===== src/rtl/beam_thresh_pkg.sv =====
// Shared types, widths and threshold conversion for the beam threshold loader.
package beam_thresh_pkg;

  localparam int unsigned THRESH_BITS = 18;
  localparam int unsigned NBEAM_DEF   = 48;

  typedef enum logic [2:0] {
    IDLE,
    PRIME,
    LOAD,
    UPDATE,
    DONE
  } state_e;

  // DSP subtractors take the negated threshold: (2^W - v) mod 2^W
  function automatic logic [THRESH_BITS-1:0] thresh_neg(input logic [THRESH_BITS-1:0] v);
    return ~v + THRESH_BITS'(1);
  endfunction

endpackage


===== src/rtl/thresh_shadow_ram.sv =====
// Shadow threshold store: one write port, one registered read port with write-first bypass.
module thresh_shadow_ram #(
  parameter int unsigned DEPTH = 48,
  parameter int unsigned AW    = 6,
  parameter int unsigned DW    = 18
) (
  input  logic          clk_i,
  input  logic          wr_en_i,
  input  logic [AW-1:0] wr_addr_i,
  input  logic [DW-1:0] wr_data_i,
  input  logic          rd_en_i,
  input  logic [AW-1:0] rd_addr_i,
  output logic [DW-1:0] rd_data_o
);

  logic [DW-1:0] mem_q [DEPTH];
  logic [DW-1:0] rd_data_d;
  logic [DW-1:0] rd_data_q;

  // A write landing on the address being read in the same cycle is returned by that read
  always_comb begin
    rd_data_d = rd_data_q;
    if (rd_en_i) begin
      if (wr_en_i && (wr_addr_i == rd_addr_i)) begin
        rd_data_d = wr_data_i;
      end else begin
        rd_data_d = mem_q[rd_addr_i];
      end
    end
  end

  always_ff @(posedge clk_i) begin
    if (wr_en_i) begin
      mem_q[wr_addr_i] <= wr_data_i;
    end
    rd_data_q <= rd_data_d;
  end

  assign rd_data_o = rd_data_q;

endmodule


===== src/rtl/beam_thresh_loader.sv =====
// Pushes shadow beam thresholds onto the broadcast DSP threshold bus one beam at a time,
// then issues one global update so every beam switches on the same clock.
module beam_thresh_loader
  import beam_thresh_pkg::*;
#(
  parameter int unsigned NBEAM     = NBEAM_DEF,
  parameter int unsigned ADDR_BITS = $clog2(NBEAM)
) (
  input  logic                   clk_i,
  input  logic                   rst_i,
  input  logic                   wr_i,
  input  logic [ADDR_BITS-1:0]   wr_addr_i,
  input  logic [THRESH_BITS-1:0] wr_data_i,
  input  logic                   load_req_i,
  output logic [THRESH_BITS-1:0] thresh_o,
  output logic [NBEAM-1:0]       thresh_ce_o,
  output logic                   update_o,
  output logic                   busy_o,
  output logic                   done_o,
  output logic                   dirty_o
);

  localparam logic [ADDR_BITS-1:0] LAST_BEAM = ADDR_BITS'(NBEAM - 1);

  state_e                 state_q, state_d;
  logic [ADDR_BITS-1:0]   cnt_q, cnt_d;
  logic [NBEAM-1:0]       ce_q, ce_d;
  logic                   vld_q, vld_d;
  logic                   upd_q, upd_d;
  logic                   busy_q, busy_d;
  logic                   done_q, done_d;
  logic                   dirty_q, dirty_d;
  logic                   pend_q, pend_d;

  logic                   wr_ok;
  logic                   start;
  logic                   rd_en;
  logic [ADDR_BITS-1:0]   rd_addr;
  logic [THRESH_BITS-1:0] rd_data;

  assign wr_ok = wr_i && ({1'b0, wr_addr_i} < (ADDR_BITS + 1)'(NBEAM));

  thresh_shadow_ram #(
    .DEPTH (NBEAM),
    .AW    (ADDR_BITS),
    .DW    (THRESH_BITS)
  ) u_shadow (
    .clk_i     (clk_i),
    .wr_en_i   (wr_ok),
    .wr_addr_i (wr_addr_i),
    .wr_data_i (wr_data_i),
    .rd_en_i   (rd_en),
    .rd_addr_i (rd_addr),
    .rd_data_o (rd_data)
  );

  // Next-state, shadow read issue (one beam ahead of the bus) and status flags
  always_comb begin
    state_d = state_q;
    cnt_d   = cnt_q;
    ce_d    = '0;
    vld_d   = vld_q;
    upd_d   = 1'b0;
    busy_d  = busy_q;
    done_d  = 1'b0;
    dirty_d = dirty_q;
    pend_d  = pend_q;
    start   = 1'b0;
    rd_en   = 1'b0;
    rd_addr = '0;

    case (state_q)
      IDLE: begin
        start = load_req_i;
      end
      PRIME: begin
        pend_d  = pend_q | load_req_i;
        rd_en   = 1'b1;
        state_d = LOAD;
        cnt_d   = '0;
        ce_d    = NBEAM'(1);
        vld_d   = 1'b1;
      end
      LOAD: begin
        pend_d = pend_q | load_req_i;
        if (cnt_q == LAST_BEAM) begin
          state_d = UPDATE;
          cnt_d   = '0;
          upd_d   = 1'b1;
        end else begin
          rd_en   = 1'b1;
          rd_addr = cnt_q + ADDR_BITS'(1);
          cnt_d   = rd_addr;
          ce_d    = NBEAM'(1) << rd_addr;
        end
      end
      UPDATE: begin
        pend_d  = pend_q | load_req_i;
        state_d = DONE;
        done_d  = 1'b1;
        busy_d  = 1'b0;
      end
      DONE: begin
        if (pend_q || load_req_i) begin
          start = 1'b1;
        end else begin
          state_d = IDLE;
        end
      end
      default: begin
        state_d = IDLE;
      end
    endcase

    if (start) begin
      state_d = PRIME;
      busy_d  = 1'b1;
      pend_d  = 1'b0;
      dirty_d = 1'b0;
    end
    // A write in the start cycle is not guaranteed to be captured, so it keeps dirty set
    if (wr_ok) begin
      dirty_d = 1'b1;
    end
  end

  always_ff @(posedge clk_i) begin
    if (rst_i) begin
      state_q <= IDLE;
      cnt_q   <= '0;
      ce_q    <= '0;
      vld_q   <= 1'b0;
      upd_q   <= 1'b0;
      busy_q  <= 1'b0;
      done_q  <= 1'b0;
      dirty_q <= 1'b0;
      pend_q  <= 1'b0;
    end else begin
      state_q <= state_d;
      cnt_q   <= cnt_d;
      ce_q    <= ce_d;
      vld_q   <= vld_d;
      upd_q   <= upd_d;
      busy_q  <= busy_d;
      done_q  <= done_d;
      dirty_q <= dirty_d;
      pend_q  <= pend_d;
    end
  end

  // Bus shows the converted registered read; zero until the first beam after reset
  assign thresh_o    = vld_q ? thresh_neg(rd_data) : '0;
  assign thresh_ce_o = ce_q;
  assign update_o    = upd_q;
  assign busy_o      = busy_q;
  assign done_o      = done_q;
  assign dirty_o     = dirty_q;

endmodule


===== config.mk =====
export PLATFORM = sky130hd
export DESIGN_NAME = beam_thresh_loader
export DESIGN_NICKNAME = d
export VERILOG_FILES = /design/src/rtl/beam_thresh_pkg.sv /design/src/rtl/thresh_shadow_ram.sv /design/src/rtl/beam_thresh_loader.sv
export SDC_FILE = /design/constraint.sdc
export NUM_CORES = 1
export LEC_CHECK = 0
export CORE_ASPECT_RATIO = 0.7
export CORE_UTILIZATION = 35
export DETAILED_ROUTE_END_ITERATION = 10
export PLACE_DENSITY = 0.56
export SYNTH_ARGS = -nofsm -noshare
export SYNTH_HDL_FRONTEND = slang
export SYNTH_HIERARCHICAL = 1
export SYNTH_SLANG_ARGS = --single-unit

===== constraint.sdc =====
create_clock -name clk_i -period 3.55 [get_ports clk_i]
set_clock_uncertainty 0.15 [all_clocks]
set_input_delay 0.8875 -clock clk_i [delete_from_list [all_inputs] [get_ports clk_i]]
set_output_delay 0.8875 -clock clk_i [all_outputs]
set_load 0.005 [all_outputs]

Figure 1. M3 wires (run 1).
Drawn at 1 px/um. Cells faint in the background.
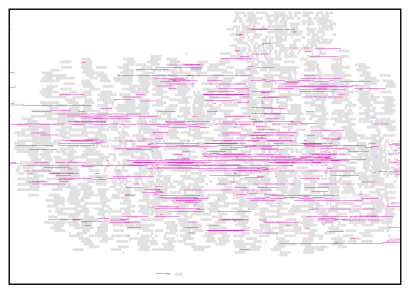
The wires run mostly horizontal. The layer holds 8.7% of the routed length. The layer carries 8,620 um of wire. The longest straight run is 222 um. 230 nets have wire on it.

Figure 2. Layout detail (run 1).
Window x 267 to 317, y 180 to 230 um. Cells in grey, sequential cells in the stronger grey; small squares are vias.
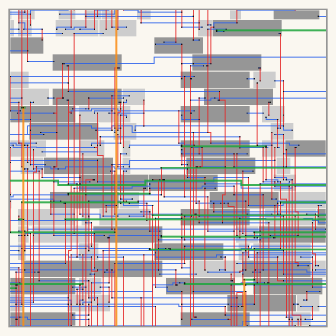
M3: in green. M4: in orange. M1: in blue. M2: in red.
Netlist names of flops here include u_shadow/mem_q (30). Most frequent: edfxtp_1 (30), mux2i_1 (11). 79 logic cells have their middle in the window. Sequential cells in the window: 33.

==> metrics.yaml, run 1 <==
outcome:
  status: "finished, violations left"
  violations: "negative setup slack"
routing:
  viasPerCell: 5.379
  drtIter0Drc: 1992
  routed_wirelength_mm: 99.27
sta:
  setup-violations-final: 8
  layout_setup_ws_ns: -0.3750
  drv_slew: 0
  max_slew_margin_pct: 36.48
setup_path:
  crit_family: "simple AND/OR/NAND/NOR gates"
  cpMaxStageDelayCell: "or4b_4"
  rrSetupSlack_ns: 0.06
  cpPeakStageDelay_ns: 0.46
  r2r_start: "state_q[2]"
  cp_data_arrival_time_ns: 2.89
  crit_type: "register to output port"
synthesis:
  edf_count: 882
  synth.distinct_cells: 74
  ys_warn_count: 6
  syn-cell-area_sq_um: 36870
  logic_family: "multiplexers"
clock_tree:
  htreeDepth: 3
  clkLatencyLatePin_ns: 0.67
finish:
  post_layout_nonfiller_instances: 3705
power_and_ir_drop:
  ir_worst_vdd_mv: 0.3204
placed_design:
  place_area_sq_um: 41730
floorplanning:
  ios: 98
  fp_util_pct: 35.35
global_routing:
  track_usage_pct: 18.36
Figure 3. M4 wires (run 1).
Drawn at 1 px/um. Supply wires on this layer in grey. Cells faint in the background.
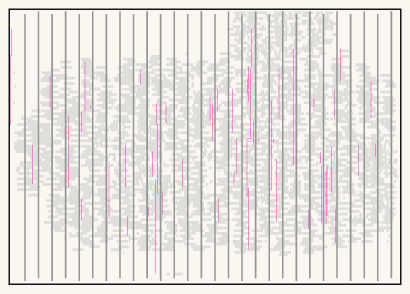
The layer carries 2,000 um of wire. The layer holds 2.0% of the routed length. The wires run mostly vertical. The longest straight run is 117 um. 28 nets have wire on it.

==> run 1: timing repair <==
| action | in CTS | in global routing |
|---|---|---|
| resized | 46 | 48 |
| setup buffers | 15 | 25 |
| gates cloned | 0 | 6 |
| endpoints found under the setup margin | 17 | 28 |
| pin swaps | 15 | 13 |
==> run 1: routing by layer <==
layer / vias up / GRT usage [%] / wire [um]
met1: 10597 / 27.47 / 45290
met3: 125 / 4.614 / 8621
met4: 6 / 4.819 / 2004
li1: 8397 / - / -
met2: 804 / 26.55 / 43310
met5: - / 0 / 37
==> run 1: power by group <==
group | total (mW) | internal, mW | switching, mW | leakage, nW
logic | 1.08 | 0.481 | 0.597 | 4.41
clock network | 9.76 | 5.62 | 4.14 | 1.48
registers | 12.3 | 12.3 | 0.0446 | 8.45
total | 23.1 | 18.4 | 4.78 | 14.3
==> run 1: metrics by stage <==
| step | setup TNS [ns] | power, mW | util, % |
|---|---|---|---|
| detailed placement | -0.1206 | 13.53 | 40.01 |
| finish | -1.697 | 23.13 | 43.56 |
| global placement | -0.1078 | 13.51 | 40.01 |
| global route | -2.813 | 23.82 | 43.56 |
| floorplan | 0 | 13.03 | - |
| CTS | -1.982 | 23.30 | 43.08 |
==> run 1: flip-flops by register name, indices dropped and copies added (netlist names) <==
name / flops
busy_o: 1
cnt_q: 6
dirty_o: 1
done_o: 1
pend_q: 1
state_q: 3
thresh_ce_o: 48
u_shadow/mem_q: 864
u_shadow/rd_data_o: 18
update_o: 1
vld_q: 1
==> run 1: cell type report <==
class	count	area, sq um
Fill cell	9001	58870
Sequential cell	945	27750
Multi-Input combinational cell	801	8850
Timing Repair Buffer	371	4021
Clock buffer	113	2441
Tap cell	1414	1769
Clock inverter	48	551.8
Inverter	11	41.29
Antenna cell	2	5.005
Figure 4. Ports around the boundary (run 1).
Drawn at 1 px/um. Pins as bars across the die edge, other pins in grey.
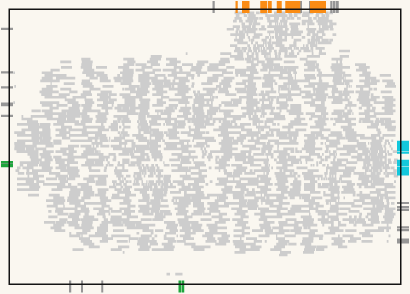

==> inputs of run 2 (changes only) <==
--- a/config.mk
+++ b/config.mk
@@ -5,10 +5,12 @@
 export SDC_FILE = /design/constraint.sdc
 export NUM_CORES = 1
 export LEC_CHECK = 0
+export ABC_AREA = 1
 export CORE_ASPECT_RATIO = 0.7
-export CORE_UTILIZATION = 35
+export CORE_MARGIN = 2
+export CORE_UTILIZATION = 24
 export DETAILED_ROUTE_END_ITERATION = 10
-export PLACE_DENSITY = 0.56
+export PLACE_DENSITY = 0.43
 export SYNTH_ARGS = -nofsm -noshare
 export SYNTH_HDL_FRONTEND = slang
 export SYNTH_HIERARCHICAL = 1
Figure 5. Ports around the boundary (run 2).
Pins as bars across the die edge, other pins in grey.
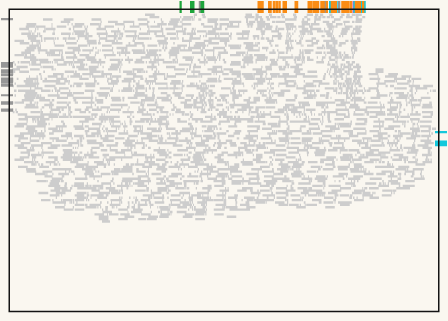
load_req_i: in magenta, pins 1, direction input, edge north. wr_addr_i: in green, pins 6, direction input, edge north. thresh_ce_o: in orange, pins 48, direction output, edge north. thresh_o: in cyan, pins 18, direction output, edge 13 north, 5 east.

==> run 2 against run 1 <==
Effect of this change: synthesized area rose by 7.5%; combinational power up 37%; global-route usage fell by 3.3 points; the flow now finishes without violations; first-iteration DRC count up 39%; utilization is 14 points lower; flip-flop count stayed put; hold slack better by 0.014 ns; critical path depth rose by 1; critical path type unchanged.
==> metrics.yaml, run 2 <==
sta:
  setup-violations-final: 0  # was 8
  drv_slew: 0  # unchanged
  max_slew_margin_pct: 29.46  # was 36.48%
  layout_setup_ws_ns: 0.1108  # was -0.3750 ns
  tns_ns: 0  # was -1.697 ns
power_and_ir_drop:
  p_int_mw: 17.79  # was 18.35 mW
  pwr-share-seq_pct: 52.8  # was 53.1%
  switching_share_pct: 23.55  # was 20.66%
  clockPowerShare_pct: 40.8  # was 42.2%
  p_sw_mw: 5.480  # was 4.780 mW
  power.total_mw: 23.27  # was 23.13 mW
  comb_power_share_pct: 6.4  # was 4.7%
  ir_worst_vdd_mv: 0.3329  # was 0.3204 mV
clock_tree:
  clkLatencyLatePin_ns: 0.71  # was 0.67 ns
  htreeDepth: 3  # unchanged
worst_hold_path:
  hp-start: "busy_o"  # unchanged
finish:
  flop_area_sq_um: 27750  # about the same
  post_layout_nonfiller_instances: 6097  # was 3,705
  comb_area_sq_um: 10110  # was 8850 sq um
  layout.nets: 3860  # was 2,253
  top_register: "u_shadow/mem_q"  # unchanged
  fill_cells: 16884  # was 9,001
  drive_gt1_share_pct: 12.91  # was 32.55%
  fin_util_pct: 29.11  # was 43.56%
floorplanning:
  fp_util_pct: 24.22  # was 35.35%
global_routing:
  grt-busiest-layer: "met1"  # unchanged
  grt_use_met1_pct: 24.37  # was 27.47%
  grt_use_met3_pct: 3.295  # was 4.614%
  track_usage_pct: 15.04  # was 18.36%
  grtUsageMet2_pct: 20.07  # was 26.55%
synthesis:
  logic_family: "simple AND/OR/NAND/NOR gates"  # was multiplexers
  syn-cell-area_sq_um: 39640  # was 36,870 sq um
  ys_warn_count: 6  # unchanged
  edf_count: 882  # unchanged
routing:
  viasPerCell: 4.383  # was 5.379
  routed_wirelength_mm: 128.4  # was 99.27 mm
  dr_wl_met3_mm: 9.713  # was 8.621 mm
  drtIter0Drc: 2765  # was 1,992
outcome:
  status: "completed"  # was finished, violations left
setup_path:
  critPathLaunch: "u_shadow/rd_data_o[4]"  # was u_shadow/rd_data_o[1]
  rrSetupSlack_ns: 0.22  # was 0.06 ns
  cp_data_arrival_time_ns: 2.40  # was 2.89 ns
  cpPeakStageDelay_ns: 0.54  # was 0.46 ns
  r2r_start: "cnt_q[0]"  # was state_q[2]
  crit_type: "register to output port"  # unchanged
flow_run:
  warnings: 35  # was 32
-- run 2: cell count changes after synthesis, sizes merged, moves of 38 or more --
cell / delta
nor2: +116
nand2: +1214
mux4: -215
o21ai: +38
buf: +105
nand3: +561
inv: +218
mux2i: -57
-- run 2: logic make-up (layout without fill, tap and decap cells) --
| family | Yosys count | in the layout |
|---|---|---|
| compound gates | 128 | 128 |
| xor+xnor | 3 | 3 |
| fa+ha+maj | 6 | 6 |
| buf+inv | 425 | 684 |
| flops | 945 | 945 |
| other cells | 0 | 4 |
| simple gates | 2122 | 2122 |
-- run 2: power by group through the flow --
stage          Clock (mW)  Sequential (mW)  Combinational, mW
6_report             9.49             12.3               1.48
5_1_grt              10.2             12.3               1.63
4_1_cts              9.72             12.3               1.47
3_5_place_dp            0             12.5               1.45
3_3_place_gp            0             12.5               1.46
2_1_floorplan           0             12.5              0.745
-- run 2: final cells by class --
cell class	instances	share of cell area (%)
multi-input cells	2259	21.21
repair buffers	301	6.972
clock buffers	112	5.189
diodes	4	0.02101
clock inverters	41	0.6460
flip-flops and latches	945	58.23
inverters	230	1.938
well taps	2205	5.790
-- run 2: critical path: cells and delay by family (launching register included) --
| family | cells | cell delay (ns) |
|---|---|---|
| buf+inv | 3 | 0.58 |
| flops | 1 | 0.54 |
| simple gates | 3 | 0.30 |
| compound gates | 2 | 0.30 |
-- run 2: repair_timing --
action | in CTS | in global routing
gates resized | 44 | 31
pin swaps | 11 | 6
cloned | 0 | 0
setup buffers | 11 | 2
endpoints found under the setup margin | 13 | 15
-- run 2: worst max path at each step --
stage and to:
2_1_floorplan u_shadow/mem_q[32][0], 3_3_place_gp thresh_o[14], 3_5_place_dp thresh_o[14], 4_1_cts thresh_o[14], 5_1_grt thresh_o[12], 6_report thresh_o[7]
Power is estimated from default activity; no workload was simulated.
